===== config.mk =====
export PLATFORM = sky130hd
export DESIGN_NAME = alu_seq32
export DESIGN_NICKNAME = d
export VERILOG_FILES = /design/src/rtl/alu_seq32.sv
export SDC_FILE = /design/constraint.sdc
export NUM_CORES = 1
export LEC_CHECK = 0
export CORE_ASPECT_RATIO = 1.2
export CORE_UTILIZATION = 42
export CTS_BUF_LIST = sky130_fd_sc_hd__clkbuf_4 sky130_fd_sc_hd__clkbuf_8
export DETAILED_ROUTE_END_ITERATION = 8
export PLACE_DENSITY = 0.9
export SLEW_MARGIN = 20
export SYNTH_ARGS = -nofsm -noshare
export SYNTH_HDL_FRONTEND = slang
export SYNTH_SLANG_ARGS = --single-unit

===== constraint.sdc =====
create_clock -name clk -period 1.85 [get_ports clk]
set_input_delay 0.37 -clock clk [delete_from_list [all_inputs] [get_ports clk]]
set_output_delay 0.37 -clock clk [all_outputs]
set_load 0.02 [all_outputs]

===== src/rtl/alu_seq32.sv =====
// Sequencing front-end for an external 16-bit combinational ALU: runs one pass
// for 16-bit commands, two chained passes for 32-bit commands, and returns a registered result.
module alu_seq32 (
  input  logic        clk,
  input  logic        rst,
  input  logic        cmd_valid,
  output logic        cmd_ready,
  input  logic [1:0]  cmd_op,
  input  logic        cmd_wide,
  input  logic [31:0] cmd_a,
  input  logic [31:0] cmd_b,
  input  logic        cmd_ci,
  output logic [15:0] alu_a,
  output logic [15:0] alu_b,
  output logic [1:0]  alu_opcode,
  output logic        alu_ci,
  input  logic [15:0] alu_out,
  input  logic        alu_carryout,
  output logic        res_valid,
  input  logic        res_ready,
  output logic [31:0] res_data,
  output logic        res_carry,
  output logic        res_zero,
  output logic        res_neg,
  output logic        res_ovf
);

  localparam logic [1:0] OP_ADD  = 2'b00;
  localparam logic [1:0] OP_SUB  = 2'b01;
  localparam logic [1:0] OP_TWOS = 2'b10;
  localparam logic [1:0] OP_XOR  = 2'b11;

  typedef enum logic [1:0] {IDLE = 2'd0, LO = 2'd1, HI = 2'd2, DONE = 2'd3} state_t;

  state_t      state_r, state_nxt_s;
  logic [1:0]  op_r;
  logic        wide_r;
  logic [31:0] a_r, b_r;
  logic [15:0] alu_a_r, alu_b_r, alu_a_nxt_s, alu_b_nxt_s;
  logic [1:0]  alu_op_r, alu_op_nxt_s;
  logic        alu_ci_r, alu_ci_nxt_s;
  logic [31:0] res_data_r, result_s;
  logic [3:0]  flags_r, flags_s;
  logic        pass_carry_s, finish_s, accept_s;

  // Flags {carry, zero, neg, ovf} evaluated on the active width of the command.
  function automatic logic [3:0] calc_flags(input logic [1:0] op, input logic wide,
                                            input logic [31:0] a, input logic [31:0] b,
                                            input logic [31:0] r, input logic carry);
    logic a_msb, b_msb, r_msb, ovf;
    a_msb = wide ? a[31] : a[15];
    b_msb = wide ? b[31] : b[15];
    r_msb = wide ? r[31] : r[15];
    case (op)
      OP_ADD:  ovf = (a_msb == b_msb) && (r_msb != a_msb);
      OP_SUB:  ovf = (a_msb != b_msb) && (r_msb != a_msb);
      OP_TWOS: ovf = b_msb && r_msb;
      default: ovf = 1'b0;
    endcase
    return {carry, (r == 32'h0000_0000), r_msb, ovf};
  endfunction

  assign cmd_ready  = (state_r == IDLE) && !rst;
  assign accept_s   = cmd_valid && cmd_ready;
  assign res_valid  = (state_r == DONE);
  assign alu_a      = alu_a_r;
  assign alu_b      = alu_b_r;
  assign alu_opcode = alu_op_r;
  assign alu_ci     = alu_ci_r;
  assign res_data   = res_data_r;
  assign {res_carry, res_zero, res_neg, res_ovf} = flags_r;

  // Next state, next ALU drive, and the result/flags of the pass in progress.
  always_comb begin
    state_nxt_s  = state_r;
    alu_a_nxt_s  = 16'h0000;
    alu_b_nxt_s  = 16'h0000;
    alu_op_nxt_s = 2'b00;
    alu_ci_nxt_s = 1'b0;
    finish_s     = 1'b0;
    // XOR leaves the ALU carry undefined, so it never reaches a register.
    if (op_r == OP_XOR) begin
      pass_carry_s = 1'b0;
    end else begin
      pass_carry_s = alu_carryout;
    end
    if (state_r == HI) begin
      result_s = {alu_out, res_data_r[15:0]};
    end else begin
      result_s = {16'h0000, alu_out};
    end
    flags_s = calc_flags(op_r, wide_r, a_r, b_r, result_s, pass_carry_s);
    case (state_r)
      IDLE: begin
        if (accept_s) begin
          state_nxt_s  = LO;
          alu_a_nxt_s  = cmd_a[15:0];
          alu_b_nxt_s  = cmd_b[15:0];
          alu_op_nxt_s = cmd_op;
          alu_ci_nxt_s = (cmd_op == OP_ADD) ? cmd_ci : 1'b0;
        end else begin
          state_nxt_s = IDLE;
        end
      end
      LO: begin
        if (wide_r) begin
          // Upper half always runs as an add chained on the low carry, except XOR.
          state_nxt_s  = HI;
          alu_op_nxt_s = (op_r == OP_XOR) ? OP_XOR : OP_ADD;
          alu_ci_nxt_s = pass_carry_s;
          case (op_r)
            OP_ADD:  begin alu_a_nxt_s = a_r[31:16]; alu_b_nxt_s = b_r[31:16];  end
            OP_SUB:  begin alu_a_nxt_s = a_r[31:16]; alu_b_nxt_s = ~b_r[31:16]; end
            OP_TWOS: begin alu_a_nxt_s = 16'h0000;   alu_b_nxt_s = ~b_r[31:16]; end
            default: begin alu_a_nxt_s = a_r[31:16]; alu_b_nxt_s = b_r[31:16];  end
          endcase
        end else begin
          state_nxt_s = DONE;
          finish_s    = 1'b1;
        end
      end
      HI: begin
        state_nxt_s = DONE;
        finish_s    = 1'b1;
      end
      DONE: begin
        if (res_ready) begin
          state_nxt_s = IDLE;
        end else begin
          state_nxt_s = DONE;
        end
      end
      default: state_nxt_s = IDLE;
    endcase
  end

  // State, command capture, ALU drive and result registers.
  always_ff @(posedge clk) begin
    if (rst) begin
      state_r    <= IDLE;
      op_r       <= 2'b00;
      wide_r     <= 1'b0;
      a_r        <= 32'h0000_0000;
      b_r        <= 32'h0000_0000;
      alu_a_r    <= 16'h0000;
      alu_b_r    <= 16'h0000;
      alu_op_r   <= 2'b00;
      alu_ci_r   <= 1'b0;
      res_data_r <= 32'h0000_0000;
      flags_r    <= 4'h0;
    end else begin
      state_r  <= state_nxt_s;
      alu_a_r  <= alu_a_nxt_s;
      alu_b_r  <= alu_b_nxt_s;
      alu_op_r <= alu_op_nxt_s;
      alu_ci_r <= alu_ci_nxt_s;
      if (accept_s) begin
        op_r   <= cmd_op;
        wide_r <= cmd_wide;
        a_r    <= cmd_a;
        b_r    <= cmd_b;
      end
      if ((state_r == LO) || (state_r == HI)) begin
        res_data_r <= result_s;
      end
      if (finish_s) begin
        flags_r <= flags_s;
      end
    end
  end

endmodule


Run 1, met3 routing:
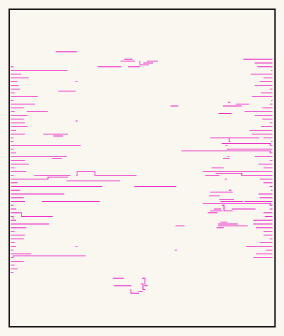
nets with wire on the layer = 147
main direction = horizontal
longest straight run = 32.9 um
share of all routed wire = 8.1%
wire length on this layer = 994 um
final WL: 12.2 mm
routed vias: 4,254
met3 usage in global routing: 0.0430

Run 1, I/O pins on the die edge:
Pins as bars across the die edge, other pins in gray.
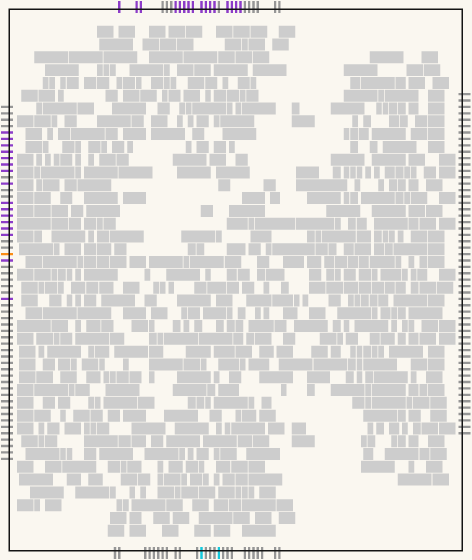
cmd_a -> purple  # pins 32, direction input, edge 16 left, 16 top
rst -> orange  # pins 1, direction input, edge left
cmd_op -> cyan  # pins 2, direction input, edge bottom
Port Buffers: 161
x dimension of the die: 96.0 um
Chip Height: 115 um

==> metrics.log, run 1 <==
[metrics] run summary
INFO  metric path_cells = clkdlybuf4s50_1
INFO  metric maximum_count_of_clock_buffers_along_a_single_path = 2
INFO  metric multi_input_comb_cells = 368
INFO  metric synthXorXnorAreaFrac = 0.0315
INFO  metric largest_reg_flops = 32
INFO  metric globalRouteMet2Util = 0.403
INFO  metric lay_top_count = sky130_fd_sc_hd__clkdlybuf4s50_1
INFO  metric global_route.peak_usage_layer = met2
INFO  metric slew-limit-headroom = 0.625
INFO  metric critPathArrivalTime = 1440 ps
INFO  metric yosys_cells = 519
INFO  metric syn-num-nets = 618
INFO  metric dp.final_hpwl = between 8 and 9 mm
INFO  metric drtAntennaViolNets = 0
INFO  metric muxShareOfSynthArea = 0.0242
INFO  metric worst-path-buf-inv = 1
INFO  metric drt-vias-per-instance = 5.25
INFO  metric layoutNonFillerInstCount = 810
INFO  metric ff_latch_area = roughly 0.0022 sq mm
INFO  metric count_of_library_flops_with_an_enable_pin = 0
INFO  metric timing.final.crit_share = 0.976
INFO  metric grt_antenna_before_repair = 0
INFO  metric result_of_the_run = finished, final reports clean
INFO  metric final_area = 0.00653 sq mm
INFO  metric num-nonclk-buffers = 186
INFO  metric power.density = 1130 mW/mm^2
INFO  metric sum_of_overflow_across_all_layers_after_global_routing = 0
INFO  metric finalNetCount = between 700 and 800
INFO  metric start_kind = flip-flop
INFO  metric post-place-cells = 795
INFO  metric dominant-cell-class = sequential cells
INFO  metric nFlopsAndLatches = approximately 110
INFO  metric yosys_cell_types = 35
INFO  metric syn_area = 0.00445 sq mm
INFO  metric buffer_share_of_cell_area = 0.278
INFO  metric insertedDiodeCount = 0
INFO  metric layout.clock_buffers = 11
INFO  metric seqAreaFraction = 0.338
INFO  metric synth-compound-area-share = 0.117
INFO  metric grtUsageMet1 = 0.255
INFO  metric yosys.area.top_type_share = 0.495
INFO  metric asyncSetResetFlopFracSynth = 0
INFO  metric critical_path_required = 1480 ps
INFO  metric top_cells_by_count = sky130_fd_sc_hd__dfxtp_1, sky130_fd_sc_hd__nand2_1, sky130_fd_sc_hd__nor2_1
INFO  metric cts.repair_timing.setup_buffer_count = 0
INFO  metric netSwitchingFraction = 0.361
Run 1, clock network drawn from the DEF:
Bar = 20 um.
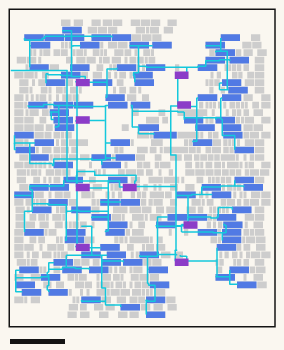
clock drivers -> purple  # count 9
clock wires -> cyan  # length 1,180 um
flip-flops -> blue  # count 110
flops lie = all over the die
routed clock nets = 10
portion of total power attributed to the clock network: 0.189
Skew-Pair Late Insertion Delay: 360 ps

-- run 1: worst paths after layout --
| kind | from | end | slack (ps) | depth (start not counted) |
|---|---|---|---|---|
| max | res_data[15] | res_data[15] | 40 | 1 |
| min | res_data[31] | res_data[31] | 480 | 2 |
| max reg2reg | state_r[1] | flags_r[0] | 60 | 7 |
| min reg2reg | res_data[31] | res_data[31] | 480 | 2 |
-- run 1: layer usage --
layer	routed length, um	share of wire
met5	0	0
met4	220	0.018
met3	993	0.081
met2	6180	0.50
met1	4850	0.40
-- run 1: power groups by stage --
stage                     logic, uW  clock network [uW]  registers, uW
after CTS                      2890                1450           3010
after global routing           3240                1540           3070
after global placement         2800                   0           3030
after detailed placement       2890                   0           3060
final                          2980                1400           3030
after floorplan                1420                   0           3270
Run 1, placement view:
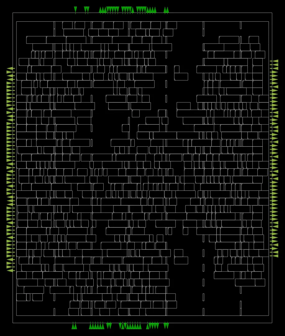

==> run 2, diff against run 1 <==
--- a/config.mk
+++ b/config.mk
@@ -6,10 +6,10 @@
 export NUM_CORES = 1
 export LEC_CHECK = 0
 export CORE_ASPECT_RATIO = 1.2
-export CORE_UTILIZATION = 42
+export CORE_UTILIZATION = 39
 export CTS_BUF_LIST = sky130_fd_sc_hd__clkbuf_4 sky130_fd_sc_hd__clkbuf_8
 export DETAILED_ROUTE_END_ITERATION = 8
-export PLACE_DENSITY = 0.9
+export PLACE_DENSITY = 0.85
 export SLEW_MARGIN = 20
 export SYNTH_ARGS = -nofsm -noshare
 export SYNTH_HDL_FRONTEND = slang
Run 2, placement view:
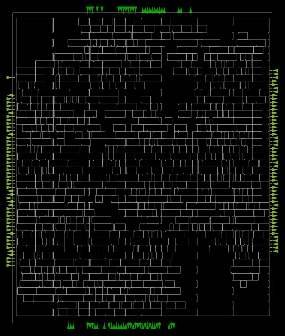
placeable core region: 0.0111 sq mm
Seq area share: 0.335

Run 2, I/O pins on the die edge:
Pins as bars across the die edge, other pins in gray.
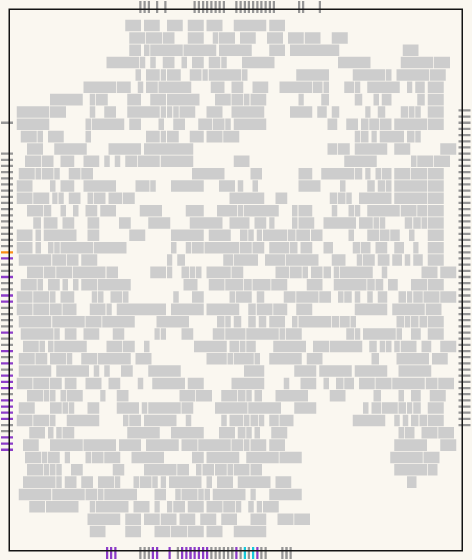
cmd_a -> purple  # pins 32, direction input, edge 17 left, 15 bottom
rst -> orange  # pins 1, direction input, edge left
cmd_op -> cyan  # pins 2, direction input, edge bottom
all pins by edge = 52 right, 50 left, 34 bottom, 26 top
Chip Height: 119 um
x dimension of the die: 99.5 um

==> metrics.log, run 2 <==
[metrics] run summary
INFO  metric pg_seq = 3010 uW (about the same)
INFO  metric cts.repair_timing.setup_buffer_count = 0 (unchanged)
INFO  metric totalWireLength = 12.2 mm (about the same)
INFO  metric critPathLaunch = state_r[0]
INFO  metric dp.final_hpwl = 8.83 mm (-0.57%)
INFO  metric top_cells_by_count = sky130_fd_sc_hd__dfxtp_1, sky130_fd_sc_hd__nand2_1, sky130_fd_sc_hd__nor2_1
INFO  metric grt_util_met3 = 0.0505 (+0.00748)
INFO  metric synth-compound-area-share = 0.117 (unchanged)
INFO  metric worst_r2r_startpoint = state_r[0]
INFO  metric largest_reg_flops = 32 (unchanged)
INFO  metric maximum_count_of_clock_buffers_along_a_single_path = 2 (unchanged)
INFO  metric post-place-cells = 820 (+3.1%)
INFO  metric critPathArrivalTime = 2090 ps (+650 ps)
INFO  metric asyncSetResetFlopFracSynth = 0 (unchanged)
INFO  metric yosys_cell_types = 35 (unchanged)
INFO  metric synthXorXnorAreaFrac = 0.0315 (unchanged)
INFO  metric power.density = 1170 mW/mm^2 (+3.4%)
INFO  metric clock_power = 1760 uW (+26%)
INFO  metric grtUsageMet1 = 0.251 (-0.00393)
INFO  metric muxShareOfSynthArea = 0.0242 (unchanged)
INFO  metric globalRouteMet2Util = 0.354 (-0.0491)
INFO  metric global_route.peak_usage_layer = met2
INFO  metric yosys.area.top_type_share = 0.495 (unchanged)
INFO  metric result_of_the_run = finished, final reports clean
INFO  metric drt-vias-per-instance = 5.00 (-4.8%)
INFO  metric start_kind = flip-flop
INFO  metric critical_path_required = 2160 ps (+680 ps)
INFO  metric finalNetCount = 776 (-0.39%)
INFO  metric sum_of_overflow_across_all_layers_after_global_routing = 0 (unchanged)
INFO  metric netSwitchingFraction = 0.348 (-0.0132)
INFO  metric grt_antenna_before_repair = 0 (unchanged)
INFO  metric clock_power_share = 0.228 (+0.039)
INFO  metric via_count = 4,180 (-1.7%)
INFO  metric pwr.group.combinational = 2950 uW (about the same)
INFO  metric syn-num-nets = 618 (unchanged)
INFO  metric detailroute.wirelength.met2 = 5.96 mm (-3.4%)
INFO  metric yosys_cells = 519 (unchanged)
run 2: cell type report:
cell class / instances / area [sq um]
Fill cell: 970 / 4510
Tap cell: 154 / 193
Sequential cell: 110 / 2210
Clock buffer: 10 / 138
Inverter: 5 / 18.8
Multi-Input combinational cell: 368 / 2100
Timing Repair Buffer: 183 / 1800
Clock inverter: 6 / 116
run 2: path summary, 6_finish.rpt:
path	slack, ps	endpoint	depth (start not counted)
worst max-delay path	70	flags_r[0]	7
worst min-delay path	480	a_r[15]	2
worst max register to register	70	flags_r[0]	7
worst min register to register	480	a_r[15]	2
run 2: through the flow:
step / total power (uW) / area (sq um)
floorplan: 4690 / 4460
global placement: 5900 / 6300
detailed placement: 5980 / 6300
CTS: 7760 / 6560
global route: 8180 / 6580
finish: 7720 / 6580
Run 2, clock network drawn from the DEF:
Bar = 20 um.
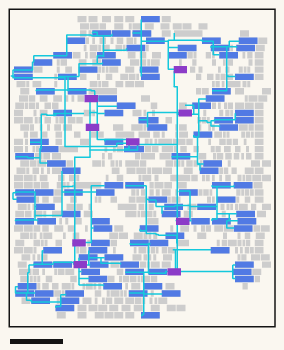

==> run 3, diff against run 2 <==
--- a/config.mk
+++ b/config.mk
@@ -6,6 +6,7 @@
 export NUM_CORES = 1
 export LEC_CHECK = 0
 export CORE_ASPECT_RATIO = 1.2
+export CORE_MARGIN = 4
 export CORE_UTILIZATION = 39
 export CTS_BUF_LIST = sky130_fd_sc_hd__clkbuf_4 sky130_fd_sc_hd__clkbuf_8
 export DETAILED_ROUTE_END_ITERATION = 8
Run 3, clock network drawn from the DEF:
Bar = 20 um.
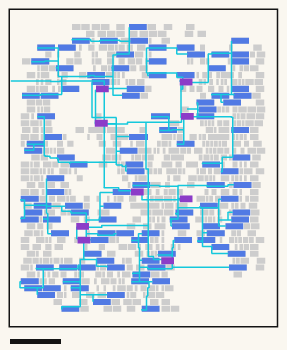
clock wires -> cyan  # length 1,230 um
clock drivers -> purple  # count 9
flip-flops -> blue  # count 110
flops lie = all over the die
routed clock nets = 10
power dissipated in the clock network: 1280 uW
portion of total power attributed to the clock network: 0.177
Layout Skew: 9.07 ps

==> metrics.log, run 3 <==
[metrics] run summary
INFO  metric result_of_the_run = finished, final reports clean
INFO  metric count_of_fill_cells_added_during_filler_insertion = 943 (-2.8%)
INFO  metric sum_of_overflow_across_all_layers_after_global_routing = 0 (unchanged)
INFO  metric critical_path_required = 2150 ps (about the same)
INFO  metric top_cells_by_count = sky130_fd_sc_hd__dfxtp_1, sky130_fd_sc_hd__nand2_1, sky130_fd_sc_hd__nor2_1
INFO  metric worst_r2r_startpoint = state_r[0]
INFO  metric yosys.area.top_type_share = 0.495 (unchanged)
INFO  metric buffer_share_of_cell_area = 0.278 (+0.00388)
INFO  metric dp.final_hpwl = 9.44 mm (+6.9%)
INFO  metric syn-num-nets = 618 (unchanged)
INFO  metric via_count = 4,241 (+1.5%)
INFO  metric start_kind = flip-flop
INFO  metric largest_reg_flops = 32 (unchanged)
INFO  metric nFlopsAndLatches = 110 (unchanged)
INFO  metric yosys_cells = 519 (unchanged)
INFO  metric critPathArrivalTime = 2110 ps (+20 ps)
INFO  metric pwr.group.combinational = 2940 uW (about the same)
INFO  metric rrSetupSlack = 40 ps (-30 ps)
INFO  metric final_area = 0.00650 sq mm (-1.1%)
INFO  metric pg_seq = 3010 uW (about the same)
INFO  metric maximum_count_of_clock_buffers_along_a_single_path = 2 (unchanged)
INFO  metric timing.hold.worst_endpoint = a_r[25]
INFO  metric num-nonclk-buffers = 182 (-0.55%)
INFO  metric dominant-cell-class = sequential cells
INFO  metric critical_path.reg2reg.endpoint = flags_r[0]
INFO  metric p_total = 7240 uW (-6.2%)
INFO  metric grt_antenna_before_repair = 0 (unchanged)
INFO  metric ff_latch_area = 0.00220 sq mm (about the same)
INFO  metric floorplan.die.width = 106 um (+6.0%)
INFO  metric critPathLaunch = state_r[0]
INFO  metric yosys_cell_types = 35 (unchanged)
INFO  metric multi_input_comb_cells = 368 (unchanged)
INFO  metric netSwitchingFraction = 0.365 (+0.0178)
INFO  metric min_path_cells = 2 (unchanged)
INFO  metric postPlaceCellArea = 0.00631 sq mm (about the same)
INFO  metric power.density = 1110 mW/mm^2 (-5.1%)
INFO  metric floorplan.die.height = 125 um (+5.0%)
INFO  metric seqAreaFraction = 0.339 (+0.00361)
INFO  metric rr_worst_depth = 7 (unchanged)
INFO  metric tap_cells = 154 (unchanged)
Run 3, placement density heat map:
11 x 13 tiles, from white (low) to dark blue (high), 0 to 100% covered.
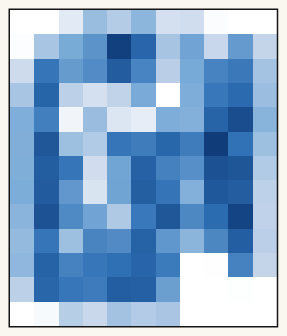
nearly empty tiles = 13%
mean over tiles = 48%
tiles over 75% full = 20%
fullest tile = 95%
emptiest ninth of the die = lower right
densest ninth of the die = middle right
utilization of the core after routing: 0.586
floorplan utilization: 0.401

==> run 3: layer usage <==
layer	global-route usage	routed length [um]	up-vias
met2	0.339	6470	193
li1	-	-	2041
met5	0	0	-
met1	0.204	4930	1983
met4	0.0808	327	0
met3	0.0582	1190	24
==> run 3: logic make-up after synthesis <==
kind of cell	synth area share
mux	0.0242
buf+inv	0.0402
simple gates	0.264
flops	0.495
fa+ha+maj	0.0281
xor+xnor	0.0315
compound gates	0.117
==> run 3: repair_timing <==
action / CTS / global route
resized: 6 / 8
endpoints found under the setup margin: 3 / 6
endpoints found under the hold margin: 0 / 0
gates cloned: 0 / 0
pin swaps: 1 / 1
setup buffers: 0 / 0
==> run 3: worst min-delay path, delay by kind of cell (launching register included) <==
family,cells,cell delay (ps)
AND/OR/NAND/NOR,2,130
flip-flops,1,320
Power is estimated from default activity; no workload was simulated.
